$ cat src/rtl/ysyx_23060203_axi_if.sv
// AXI4 read-side bundle (AR + R channels) shared by masters, arbiter and crossbar.
// Ports: none; master drives AR payload/arvalid and rready, slave drives arready and R payload.
// Widths fixed: araddr 32, arid 4, arlen 8, arsize 3, arburst 2, rdata 32, rresp 2, rid 4.
interface ysyx_23060203_axi_if;
   logic        arvalid;
   logic        arready;
   logic [31:0] araddr;
   logic [3:0]  arid;
   logic [7:0]  arlen;
   logic [2:0]  arsize;
   logic [1:0]  arburst;
   logic        rvalid;
   logic        rready;
   logic [31:0] rdata;
   logic [1:0]  rresp;
   logic        rlast;
   logic [3:0]  rid;

   modport master (
      output arvalid, araddr, arid, arlen, arsize, arburst, rready,
      input  arready, rvalid, rdata, rresp, rlast, rid
   );

   modport slave (
      input  arvalid, araddr, arid, arlen, arsize, arburst, rready,
      output arready, rvalid, rdata, rresp, rlast, rid
   );
endinterface

$ cat src/rtl/ysyx_23060203_rd_arbiter.sv
// Two-master (IFU/LSU) AXI4 read arbiter, one burst outstanding, round-robin grant held until rlast.
// Latency: AR registered (master handshake T -> out_r.arvalid T+1); R routed combinationally (0 cycles).
// Ports: clock, reset (sync, active-high), ifu_r/lsu_r (slave side), out_r (to crossbar), err (sticky).
module ysyx_23060203_rd_arbiter (
   input  logic                     clock,
   input  logic                     reset,
   ysyx_23060203_axi_if.slave       ifu_r,
   ysyx_23060203_axi_if.slave       lsu_r,
   ysyx_23060203_axi_if.master      out_r,
   output logic                     err
);

   typedef enum logic [2:0] {
      IDLE = 3'b001,
      ADDR = 3'b010,
      DATA = 3'b100
   } state_t;

   state_t      state, state_nxt;
   logic        owner;   // 0 = IFU, 1 = LSU
   logic        prio;    // master that wins a simultaneous request
   logic [31:0] ar_addr;
   logic [3:0]  ar_id;
   logic [7:0]  ar_len;
   logic [2:0]  ar_size;
   logic [1:0]  ar_burst;
   logic [7:0]  beats;   // beats remaining after the current one

   logic        any_req;
   logic        win;
   logic        r_hs;

   // The buffered AR means grant never waits on the crossbar's arready.
   assign any_req = ifu_r.arvalid | lsu_r.arvalid;
   assign win     = (ifu_r.arvalid & lsu_r.arvalid) ? prio : lsu_r.arvalid;
   assign r_hs    = (state == DATA) & out_r.rvalid & out_r.rready;

   assign out_r.araddr  = ar_addr;
   assign out_r.arid    = ar_id;
   assign out_r.arlen   = ar_len;
   assign out_r.arsize  = ar_size;
   assign out_r.arburst = ar_burst;

   always_comb begin
      state_nxt     = state;
      ifu_r.arready = 1'b0;
      lsu_r.arready = 1'b0;
      out_r.arvalid = 1'b0;
      out_r.rready  = 1'b0;
      ifu_r.rvalid  = 1'b0;
      ifu_r.rdata   = 32'd0;
      ifu_r.rresp   = 2'd0;
      ifu_r.rlast   = 1'b0;
      ifu_r.rid     = 4'd0;
      lsu_r.rvalid  = 1'b0;
      lsu_r.rdata   = 32'd0;
      lsu_r.rresp   = 2'd0;
      lsu_r.rlast   = 1'b0;
      lsu_r.rid     = 4'd0;
      case (state)
         IDLE: begin
            ifu_r.arready = any_req & ~win;
            lsu_r.arready = any_req & win;
            if (any_req) state_nxt = ADDR;
         end
         ADDR: begin
            out_r.arvalid = 1'b1;
            if (out_r.arready) state_nxt = DATA;
         end
         DATA: begin
            if (owner) begin
               lsu_r.rvalid = out_r.rvalid;
               lsu_r.rdata  = out_r.rdata;
               lsu_r.rresp  = out_r.rresp;
               lsu_r.rlast  = out_r.rlast;
               lsu_r.rid    = out_r.rid;
               out_r.rready = lsu_r.rready;
            end else begin
               ifu_r.rvalid = out_r.rvalid;
               ifu_r.rdata  = out_r.rdata;
               ifu_r.rresp  = out_r.rresp;
               ifu_r.rlast  = out_r.rlast;
               ifu_r.rid    = out_r.rid;
               out_r.rready = ifu_r.rready;
            end
            if (r_hs && out_r.rlast) state_nxt = IDLE;
         end
         default: state_nxt = IDLE;
      endcase
   end

   always_ff @(posedge clock) begin
      if (reset) begin
         state    <= IDLE;
         owner    <= 1'b0;
         prio     <= 1'b1;
         ar_addr  <= 32'd0;
         ar_id    <= 4'd0;
         ar_len   <= 8'd0;
         ar_size  <= 3'd0;
         ar_burst <= 2'd0;
         beats    <= 8'd0;
         err      <= 1'b0;
      end else begin
         state <= state_nxt;
         if (state == IDLE && any_req) begin
            owner    <= win;
            ar_addr  <= win ? lsu_r.araddr  : ifu_r.araddr;
            ar_id    <= win ? lsu_r.arid    : ifu_r.arid;
            ar_len   <= win ? lsu_r.arlen   : ifu_r.arlen;
            ar_size  <= win ? lsu_r.arsize  : ifu_r.arsize;
            ar_burst <= win ? lsu_r.arburst : ifu_r.arburst;
            beats    <= win ? lsu_r.arlen   : ifu_r.arlen;
         end
         if (r_hs) begin
            // rlast disagreeing with the beat count is flagged, but rlast still ends the burst.
            if (out_r.rlast != (beats == 8'd0)) err <= 1'b1;
            if (out_r.rlast) prio <= ~owner;
            else             beats <= beats - 8'd1;
         end
      end
   end

endmodule

$ cat src/flat_wrapper.sv
// flat-port wrapper written by rule: the top's interface ports become plain ports
module ysyx_23060203_rd_arbiter_flat 
  (clock, reset, err, ifu_r_arvalid, ifu_r_araddr, ifu_r_arid, ifu_r_arlen, ifu_r_arsize, ifu_r_arburst, ifu_r_rready, ifu_r_arready, ifu_r_rvalid, ifu_r_rdata, ifu_r_rresp, ifu_r_rlast, ifu_r_rid, lsu_r_arvalid, lsu_r_araddr, lsu_r_arid, lsu_r_arlen, lsu_r_arsize, lsu_r_arburst, lsu_r_rready, lsu_r_arready, lsu_r_rvalid, lsu_r_rdata, lsu_r_rresp, lsu_r_rlast, lsu_r_rid, out_r_arvalid, out_r_araddr, out_r_arid, out_r_arlen, out_r_arsize, out_r_arburst, out_r_rready, out_r_arready, out_r_rvalid, out_r_rdata, out_r_rresp, out_r_rlast, out_r_rid);
  ysyx_23060203_axi_if ifu_r_i ();
  ysyx_23060203_axi_if lsu_r_i ();
  ysyx_23060203_axi_if out_r_i ();
  input  logic clock;
  input  logic reset;
  output logic err;
  input wire logic [$bits(ifu_r_i.arvalid)-1:0] ifu_r_arvalid;
  input wire logic [$bits(ifu_r_i.araddr)-1:0] ifu_r_araddr;
  input wire logic [$bits(ifu_r_i.arid)-1:0] ifu_r_arid;
  input wire logic [$bits(ifu_r_i.arlen)-1:0] ifu_r_arlen;
  input wire logic [$bits(ifu_r_i.arsize)-1:0] ifu_r_arsize;
  input wire logic [$bits(ifu_r_i.arburst)-1:0] ifu_r_arburst;
  input wire logic [$bits(ifu_r_i.rready)-1:0] ifu_r_rready;
  output wire logic [$bits(ifu_r_i.arready)-1:0] ifu_r_arready;
  output wire logic [$bits(ifu_r_i.rvalid)-1:0] ifu_r_rvalid;
  output wire logic [$bits(ifu_r_i.rdata)-1:0] ifu_r_rdata;
  output wire logic [$bits(ifu_r_i.rresp)-1:0] ifu_r_rresp;
  output wire logic [$bits(ifu_r_i.rlast)-1:0] ifu_r_rlast;
  output wire logic [$bits(ifu_r_i.rid)-1:0] ifu_r_rid;
  input wire logic [$bits(lsu_r_i.arvalid)-1:0] lsu_r_arvalid;
  input wire logic [$bits(lsu_r_i.araddr)-1:0] lsu_r_araddr;
  input wire logic [$bits(lsu_r_i.arid)-1:0] lsu_r_arid;
  input wire logic [$bits(lsu_r_i.arlen)-1:0] lsu_r_arlen;
  input wire logic [$bits(lsu_r_i.arsize)-1:0] lsu_r_arsize;
  input wire logic [$bits(lsu_r_i.arburst)-1:0] lsu_r_arburst;
  input wire logic [$bits(lsu_r_i.rready)-1:0] lsu_r_rready;
  output wire logic [$bits(lsu_r_i.arready)-1:0] lsu_r_arready;
  output wire logic [$bits(lsu_r_i.rvalid)-1:0] lsu_r_rvalid;
  output wire logic [$bits(lsu_r_i.rdata)-1:0] lsu_r_rdata;
  output wire logic [$bits(lsu_r_i.rresp)-1:0] lsu_r_rresp;
  output wire logic [$bits(lsu_r_i.rlast)-1:0] lsu_r_rlast;
  output wire logic [$bits(lsu_r_i.rid)-1:0] lsu_r_rid;
  output wire logic [$bits(out_r_i.arvalid)-1:0] out_r_arvalid;
  output wire logic [$bits(out_r_i.araddr)-1:0] out_r_araddr;
  output wire logic [$bits(out_r_i.arid)-1:0] out_r_arid;
  output wire logic [$bits(out_r_i.arlen)-1:0] out_r_arlen;
  output wire logic [$bits(out_r_i.arsize)-1:0] out_r_arsize;
  output wire logic [$bits(out_r_i.arburst)-1:0] out_r_arburst;
  output wire logic [$bits(out_r_i.rready)-1:0] out_r_rready;
  input wire logic [$bits(out_r_i.arready)-1:0] out_r_arready;
  input wire logic [$bits(out_r_i.rvalid)-1:0] out_r_rvalid;
  input wire logic [$bits(out_r_i.rdata)-1:0] out_r_rdata;
  input wire logic [$bits(out_r_i.rresp)-1:0] out_r_rresp;
  input wire logic [$bits(out_r_i.rlast)-1:0] out_r_rlast;
  input wire logic [$bits(out_r_i.rid)-1:0] out_r_rid;
  assign ifu_r_i.arvalid = ifu_r_arvalid;
  assign ifu_r_i.araddr = ifu_r_araddr;
  assign ifu_r_i.arid = ifu_r_arid;
  assign ifu_r_i.arlen = ifu_r_arlen;
  assign ifu_r_i.arsize = ifu_r_arsize;
  assign ifu_r_i.arburst = ifu_r_arburst;
  assign ifu_r_i.rready = ifu_r_rready;
  assign ifu_r_arready = ifu_r_i.arready;
  assign ifu_r_rvalid = ifu_r_i.rvalid;
  assign ifu_r_rdata = ifu_r_i.rdata;
  assign ifu_r_rresp = ifu_r_i.rresp;
  assign ifu_r_rlast = ifu_r_i.rlast;
  assign ifu_r_rid = ifu_r_i.rid;
  assign lsu_r_i.arvalid = lsu_r_arvalid;
  assign lsu_r_i.araddr = lsu_r_araddr;
  assign lsu_r_i.arid = lsu_r_arid;
  assign lsu_r_i.arlen = lsu_r_arlen;
  assign lsu_r_i.arsize = lsu_r_arsize;
  assign lsu_r_i.arburst = lsu_r_arburst;
  assign lsu_r_i.rready = lsu_r_rready;
  assign lsu_r_arready = lsu_r_i.arready;
  assign lsu_r_rvalid = lsu_r_i.rvalid;
  assign lsu_r_rdata = lsu_r_i.rdata;
  assign lsu_r_rresp = lsu_r_i.rresp;
  assign lsu_r_rlast = lsu_r_i.rlast;
  assign lsu_r_rid = lsu_r_i.rid;
  assign out_r_arvalid = out_r_i.arvalid;
  assign out_r_araddr = out_r_i.araddr;
  assign out_r_arid = out_r_i.arid;
  assign out_r_arlen = out_r_i.arlen;
  assign out_r_arsize = out_r_i.arsize;
  assign out_r_arburst = out_r_i.arburst;
  assign out_r_rready = out_r_i.rready;
  assign out_r_i.arready = out_r_arready;
  assign out_r_i.rvalid = out_r_rvalid;
  assign out_r_i.rdata = out_r_rdata;
  assign out_r_i.rresp = out_r_rresp;
  assign out_r_i.rlast = out_r_rlast;
  assign out_r_i.rid = out_r_rid;
  ysyx_23060203_rd_arbiter u_core (.clock(clock), .reset(reset), .ifu_r(ifu_r_i), .lsu_r(lsu_r_i), .out_r(out_r_i), .err(err));
endmodule
$ cat config.mk
export PLATFORM = sky130hd
export DESIGN_NAME = ysyx_23060203_rd_arbiter_flat
export DESIGN_NICKNAME = d
export VERILOG_FILES = /design/src/rtl/ysyx_23060203_axi_if.sv /design/src/rtl/ysyx_23060203_rd_arbiter.sv /design/src/flat_wrapper.sv
export SDC_FILE = /design/constraint.sdc
export NUM_CORES = 1
export LEC_CHECK = 0
export CORE_MARGIN = 10
export CORE_UTILIZATION = 25
export CTS_CLUSTER_SIZE = 10
export DETAILED_ROUTE_END_ITERATION = 10
export PLACE_DENSITY = 0.76
export SETUP_SLACK_MARGIN = 0.02
export SLEW_MARGIN = 20
export SYNTH_ARGS = -nofsm -noshare
export SYNTH_HDL_FRONTEND = slang
export SYNTH_SLANG_ARGS = --single-unit
$ cat constraint.sdc
create_clock -name clock -period 2.15 [get_ports clock]
set_input_delay 0.215 -clock clock [delete_from_list [all_inputs] [get_ports clock]]
set_output_delay 0.215 -clock clock [all_outputs]
set_load 0.02 [all_outputs]
### Routed metal, one colour a layer, run 1

Two of the layers only.
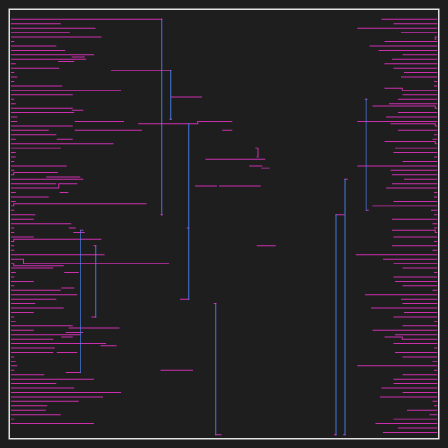
Magenta shows M3, wire length 2470 microns. Blue shows M4, wire length 413 microns.
drt wl/cell: 20.2 microns
gr usage total: 0.175

### Metal 4, run 1

Bar = 50 microns. Cells faint in the background.
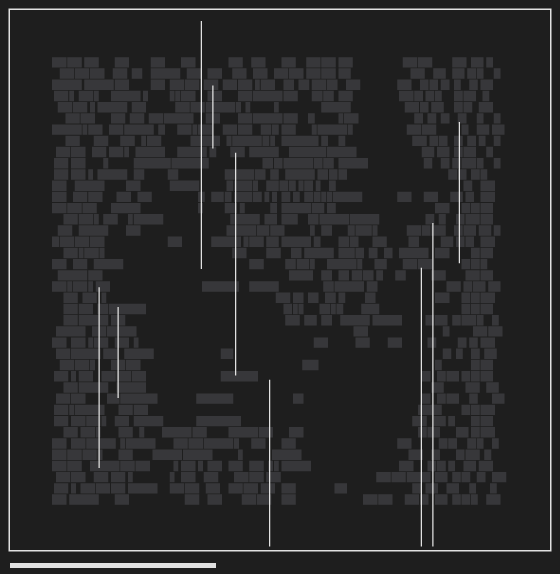
The layer carries 413 microns of wire. The longest straight run is 78.2 microns. The layer holds 2.5% of the routed length. 8 nets have wire on it.
Vias: 4050
Routed WL: 16300 microns

==> qor.yml, run 1 <==
status: "finished, final reports clean"
rows: 40
grt_overflow_total: 0
ctsResizeCount: 83
hold_class: "in -> reg"
ys.warnings.count: 0
yosysChipArea_sq_um: 3080
drc: 0
ys_cells: 361
syn_area_sq_um: 3080
cp_max_fo: 40
finalSetupViolCount: 0
async_flop_share: 0
drtAntennaViolNets: 0
cts_root_buffer: "clkbuf_16"
common_cells: "dfxtp_1, nor2_1, a222oi_1, and3_1, and2_1"
ys_types: 34
fillCellCount: 1174
synth_top_area_share: 0.409
fp.coreArea_sq_um: 12100
arrival_ns: 1.85
syn_avg_cell_area_sq_um: 8.54
drive_above_1_share: 0.115
stdcell_count: 806
yosysTopAreaCell: "dfxtp_1"
numCtsBuffers: 9
yosys-top-cells-area: "dfxtp_1, a222oi_1, and3_1"
timing.slew.headroom: 0.486
fp_util: 0.255
drt-vias-per-instance: 5.02
cp-end-kind: "output pin"
die_y_microns: 131
max_freq_ghz: 0.485
maxCapViolations: 0
chipArea_sq_um: 17200
cp_cell_sequence: "or3b_4, nor2_2, buf_12, and2_1, clkdlybuf4s15_1"
hold_viol: 0
grt_max_degree: 43
dp.cells: 785
final-max-slew-violation-count: 0
fin_crit_ns: 2.06
edf_count: 0
finalInstanceArea_sq_um: 6230
syn2layout_area_growth_pct: 102
first_pass_iters: 7
warning_count: 28
io_buffers: 278
clk_pin_slew_ns: 0.06
top_cell: "dfxtp_1"
clk_latency_ns: 0.32
grt_antenna_before_repair: 6
cts_hold_buffers: 0
drt_iter0_drc: 253
ys_seq_share: 0.409
ys_seq_elements: 63
worstMarginPinSlew_ns: 0.771
nets: 775
ys.flop_type: "dfxtp_1"
gp_congestion: 0.817
finalCritPeriodShare: 0.959
skew_ns: 0.00444
rsz0062_at_grt: "no"
dp_hpwl_microns: 13100
place_area_sq_um: 6120
io_pins: 279
crit_slowest_cell: "or3b_4"
p_leak_uw: 0.00273
p_per_area_nw_per_um2: 628
grt_pass1_wl_microns: 23400
syn_inst: 361
crit_type: "reg -> out"
peakVddDrop_uv: 464
clkSinkCount: 63
crit_required_ns: 1.93
cp-start-kind: "flip-flop"
cts_tree: "done"
total_power_uw: 3910
setup_tns_ns: 0
cts_setup_buffers: 0
clk_path_buf_depth: 2
dieWidth_microns: 131
htree_num_levels: 3
syn-num-nets: 508
cpPeakStageDelay_ns: 0.43
grt_pass1_vias: 4220
### Metal 2, run 1

Cells faint in the background.
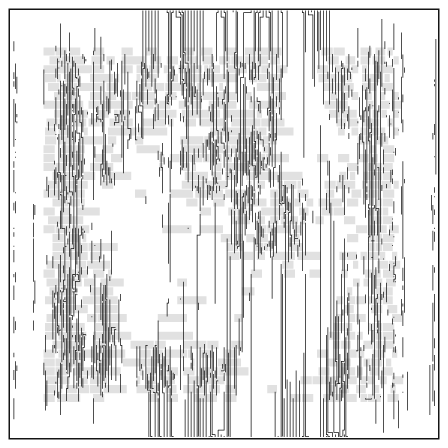
692 nets have wire on it. The wires run mostly vertical. The longest straight run is 95.4 microns. The layer carries 7870 microns of wire.

-- run 1: placed cells by master (no fill, tap or decap), types with 4 or more instances in the layout --
cell	netlist	layout
clkdlybuf4s50_1	0	194
dfxtp_1	63	63
nor2_1	50	49
dlygate4sd2_1	0	43
a222oi_1	42	42
and3_1	42	40
and2_1	40	40
clkbuf_2	1	31
a21oi_1	13	13
buf_4	0	11
nand2_1	10	10
clkbuf_16	0	9
clkdlybuf4s15_1	0	9
a22oi_1	7	7
diode_2	0	5
inv_1	5	5
a31oi_1	5	5
a221oi_1	5	5
nand3b_1	4	4
or3_1	4	4
buf_12	0	4
-- run 1: worst max-delay path, delay by kind of cell (launching register included) --
family	cells	cell delay, ns
buffers and inverters	2	0.49
AND/OR/NAND/NOR	3	0.71
flip-flops	1	0.32
-- run 1: where the power goes --
| group | internal, uW | switching [uW] |
|---|---|---|
| Sequential | 1280 | 74.8 |
| Clock | 898 | 553 |
| Combinational | 586 | 520 |
| Total | 2770 | 1150 |
-- run 1: routing by layer --
metal	up-vias	part of all wire	track usage
li1	1899	-	-
met1	1867	0.34	0.167
met2	265	0.48	0.304
met3	19	0.15	0.0931
met4	0	0.025	0.0837
met5	-	0	0
-- run 1: cells by family after synthesis --
kind of cell | share of synthesized area
buffers and inverters | 0.0540
muxes | 0.0102
adders and majority gates | 0.00812
DFF | 0.409
AOI/OAI and AO/OA | 0.220
and+or+nand+nor | 0.298
-- run 1: registers in the layout (all words and copies together), names as in the netlist --
name / cells
u_core.beats: 8
u_core.prio: 1
u_core.owner: 1
u_core.out_r.arlen: 8
u_core.out_r.arid: 4
u_core.out_r.araddr: 32
u_core.err: 1
u_core.out_r.arsize: 3
u_core.state: 3
u_core.out_r.arburst: 2
-- run 1: path summary, 6_finish.rpt --
path	from	to	slack, ns	cells after the start
worst max-delay path	u_core.state[0]	ifu_r_rdata[10]	0.09	5
worst min-delay path	reset	u_core.out_r.araddr[20]	0.45	2
worst max register to register	u_core.state[0]	u_core.beats[0]	0.22	7
worst min register to register	u_core.err	u_core.err	0.45	2
-- run 1: layout make-up --
type	count	area, sq um	share of cell area
Timing Repair Buffer	295	2750	0.442
Multi-Input combinational cell	254	1680	0.269
Sequential cell	63	1260	0.202
Clock buffer	9	225	0.0362
Tap cell	168	210	0.0337
Clock inverter	7	72.6	0.0116
Inverter	5	18.8	0.00301
Antenna cell	5	12.5	0.00201
-- run 1: metrics by stage --
step / setup slack (ns) / util / hold WS (ns)
global placement: 0.124 / 0.507 / 0.436
detailed placement: 0.0906 / 0.507 / 0.446
finish: 0.0871 / 0.516 / 0.449
CTS: 0.00282 / 0.524 / 0.444
global route: 0.0205 / 0.516 / 0.482
floorplan: 0.308 / - / 0.385
### Clock routing, run 1

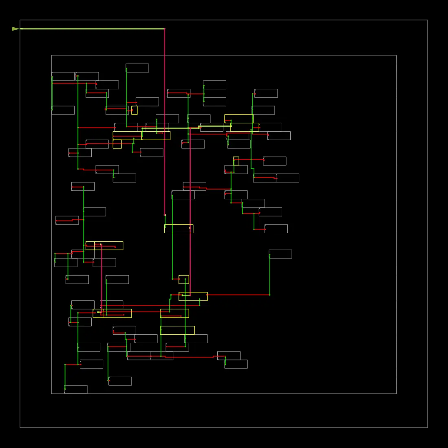

==> inputs of run 2 (changes only) <==
SKIP_LAST_GASP = 1   (was unset)
TNS_END_PERCENT = 5   (was unset)
### Clock routing, run 2

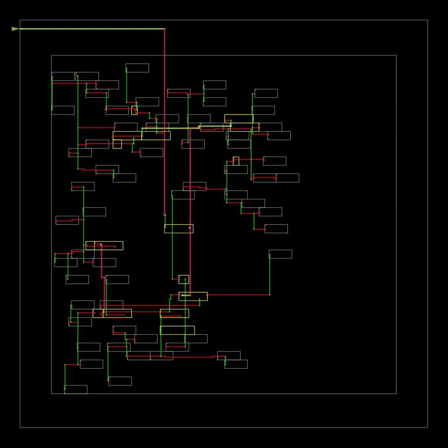
Sink Count: 63
Latency at later pin: 0.32 ns
Num CTS Buffers: 9

==> run 2 against run 1 <==
  * The flow now finishes with violations (setup timing)
  * Die area stayed put
  * Flip-flop count stayed put
  * Sequential power hardly changed
  * Register-to-register slack worse by 0.08 ns
  * Clock skew is 0.00059 ns lower
  * Final area up 3.3%
  * Critical endpoint is now ifu_r_rdata[29]
  * Largest power group unchanged
==> qor.yml, run 2 <==
status: "complete, but fails checks"
violations: "setup timing"
syn_inst: 361
common_cells: "dfxtp_1, nor2_1, a222oi_1, and3_1, and2_1"
cp_max_fo: 40
comb_power_share: 0.283
fp.coreArea_sq_um: 12100
grt_pass1_wl_microns: 23200
clk_pin_slew_ns: 0.06
max_freq_ghz: 0.422
final_cell_mix: "clkdlybuf4s50_1, dfxtp_1, nor2_1"
ys_seq_elements: 63
timing.slew.headroom: 0.488
dp_hpwl_microns: 13100
p_per_area_nw_per_um2: 608
path_buffers: 2
syn2layout_area_growth_pct: 109
hold_class: "in -> reg"
cp-end-kind: "output pin"
cpPeakStageDelay_ns: 0.61
yosys-top-cells-area: "dfxtp_1, a222oi_1, and3_1"
cts_hold_buffers: 0
cp-start-kind: "flip-flop"
skew_ns: 0.00384
rsz0062_at_grt: "yes"
grt_max_degree: 43
syn_area_sq_um: 3080
p_leak_uw: 0.00257
cp_top_family: "buffers and inverters"
ys_types: 34
worstMarginPinSlew_ns: 0.768
io_buffers: 278
grt_usage: 0.174
power_switching_uw: 1140
p_seq_frac: 0.347
clkPwrFrac: 0.370
crit_type: "reg -> out"
grt_pass1_vias: 4199
hold_viol: 0
ys.warnings.count: 0
htree_num_levels: 3
cp_cell_sequence: "or3b_4, nor2_2, buf_12, and2_1, clkdlybuf4s50_1"
intPower_uw: 2770
top_cell: "dfxtp_1"
ys.flop_type: "dfxtp_1"
via_count: 4042
io_pins: 279
wl_per_cell_microns: 20.1
ys_seq_share: 0.409
finalCritPeriodShare: 1.10
drtAntennaViolNets: 0
warning_count: 29
grt_antenna_before_repair: 6
finalSetupViolCount: 74
syn-num-nets: 508
drt_iter0_drc: 238
worst_slack_ns: -0.222
dp.cells: 785
grt_overflow_total: 0
maxCapViolations: 0
edf_count: 0
drt-vias-per-instance: 5.01
yosysTopAreaCell: "dfxtp_1"
fin_crit_ns: 2.37
yosysChipArea_sq_um: 3080
ys_cells: 361
total_power_uw: 3910
async_flop_share: 0
switching_share: 0.293
fin_util: 0.534
final-max-slew-violation-count: 0
crit_slowest_cell: "clkdlybuf4s50_1"
synth_top_area_share: 0.409
drive_above_1_share: 0.0664
die_y_microns: 131
whs_ns: 0.449
peakVddDrop_uv: 463
ctsResizeCount: 4
fillCellCount: 1122
nets: 775
cts_setup_buffers: 0
stdcell_count: 806
finalWirelength_microns: 16200
clk_path_buf_depth: 2
dieWidth_microns: 131
fp_util: 0.255
first_pass_iters: 6
syn_avg_cell_area_sq_um: 8.54
arrival_ns: 2.16
rows: 40
largest_reg_flops: 32
drc: 0
chipArea_sq_um: 17200
cts_root_buffer: "clkbuf_16"
mostFrequentLayoutCell: "clkdlybuf4s50_1"
gp_congestion: 0.817
crit_required_ns: 1.93
cts_tree: "done"
### Metal 2, run 2

Cells faint in the background.
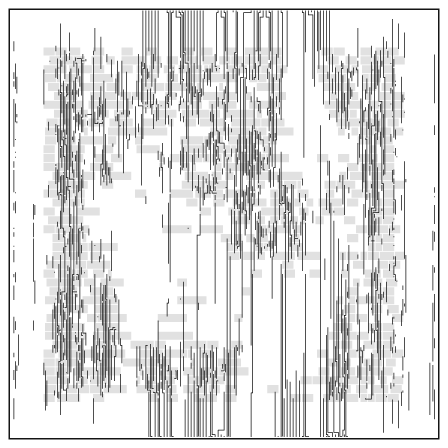
The layer holds 49% of the routed length. 693 nets have wire on it.

-- run 2: cell types whose count changed in the layout (fill, tap and decap cells not counted), sizes merged --
cell           delta
dlygate4sd2      -39
dlymetal6s2s      +4
clkdlybuf4s50    +75
clkbuf           -31
clkdlybuf4s15     -9
-- run 2: final cells by class --
| class | count | area (sq um) | share of cell area |
|---|---|---|---|
| clock buffer | 9 | 225 | 0.0350 |
| sequential | 63 | 1260 | 0.196 |
| tap | 168 | 210 | 0.0327 |
| antenna | 5 | 12.5 | 0.00194 |
| multi-input combinational | 254 | 1680 | 0.260 |
| timing repair buffer | 295 | 2960 | 0.460 |
| inverter | 5 | 18.8 | 0.00292 |
| clock inverter | 7 | 72.6 | 0.0113 |
-- run 2: cell families (layout without fill, tap and decap cells) --
logic type,Yosys count,after routing,synth area share
buf+inv,44,316,0.0540
other cells,0,5,0
fa+ha+maj,2,2,0.00812
simple gates,168,168,0.298
mux,3,3,0.0102
flops,63,63,0.409
compound gates,81,81,0.220
-- run 2: layer usage --
metal / vias to the layer above / GRT usage / wire length [microns]
li1: 1899 / - / -
met1: 1874 / 0.166 / 5370
met2: 250 / 0.305 / 7900
met3: 19 / 0.0870 / 2520
met4: 0 / 0.0837 / 412
met5: - / 0 / 0
-- run 2: power by group through the flow --
| stage | combinational, uW | sequential [uW] | clock [uW] |
|---|---|---|---|
| 2_1_floorplan | 376 | 1480 | 0 |
| 3_3_place_gp | 1090 | 1370 | 0 |
| 3_5_place_dp | 1110 | 1380 | 0 |
| 4_1_cts | 1120 | 1360 | 1490 |
| 5_1_grt | 1190 | 1370 | 1530 |
| 6_report | 1110 | 1360 | 1450 |
-- run 2: final timing paths --
path                   start                 endpoint  slack [ns]  cells past startpoint
max          u_core.state[0]          ifu_r_rdata[29]       -0.22                      5
min                    reset  u_core.out_r.araddr[20]        0.45                      2
max reg2reg  u_core.state[0]          u_core.beats[0]        0.14                      7
min reg2reg       u_core.err               u_core.err        0.45                      2
-- run 2: per-stage QoR --
step	area, sq um	setup TNS (ns)	worst slack [ns]
2_1_floorplan	3080	0	0.308
3_3_place_gp	6120	0	0.124
4_1_cts	6410	-14.19	-0.248
5_1_grt	6440	-17.50	-0.305
3_5_place_dp	6120	0	0.0906
6_report	6440	-11.23	-0.222
-- run 2: worst reg2reg max path: stages, from the launching register on --
cell	delay (ns)
dfxtp_1	0.34
buf_4	0.15
nor3b_1	0.19
buf_4	0.16
and3_2	0.20
buf_4	0.36
a22oi_1	0.23
a221oi_1	0.29
Power and IR drop assume default switching activity.
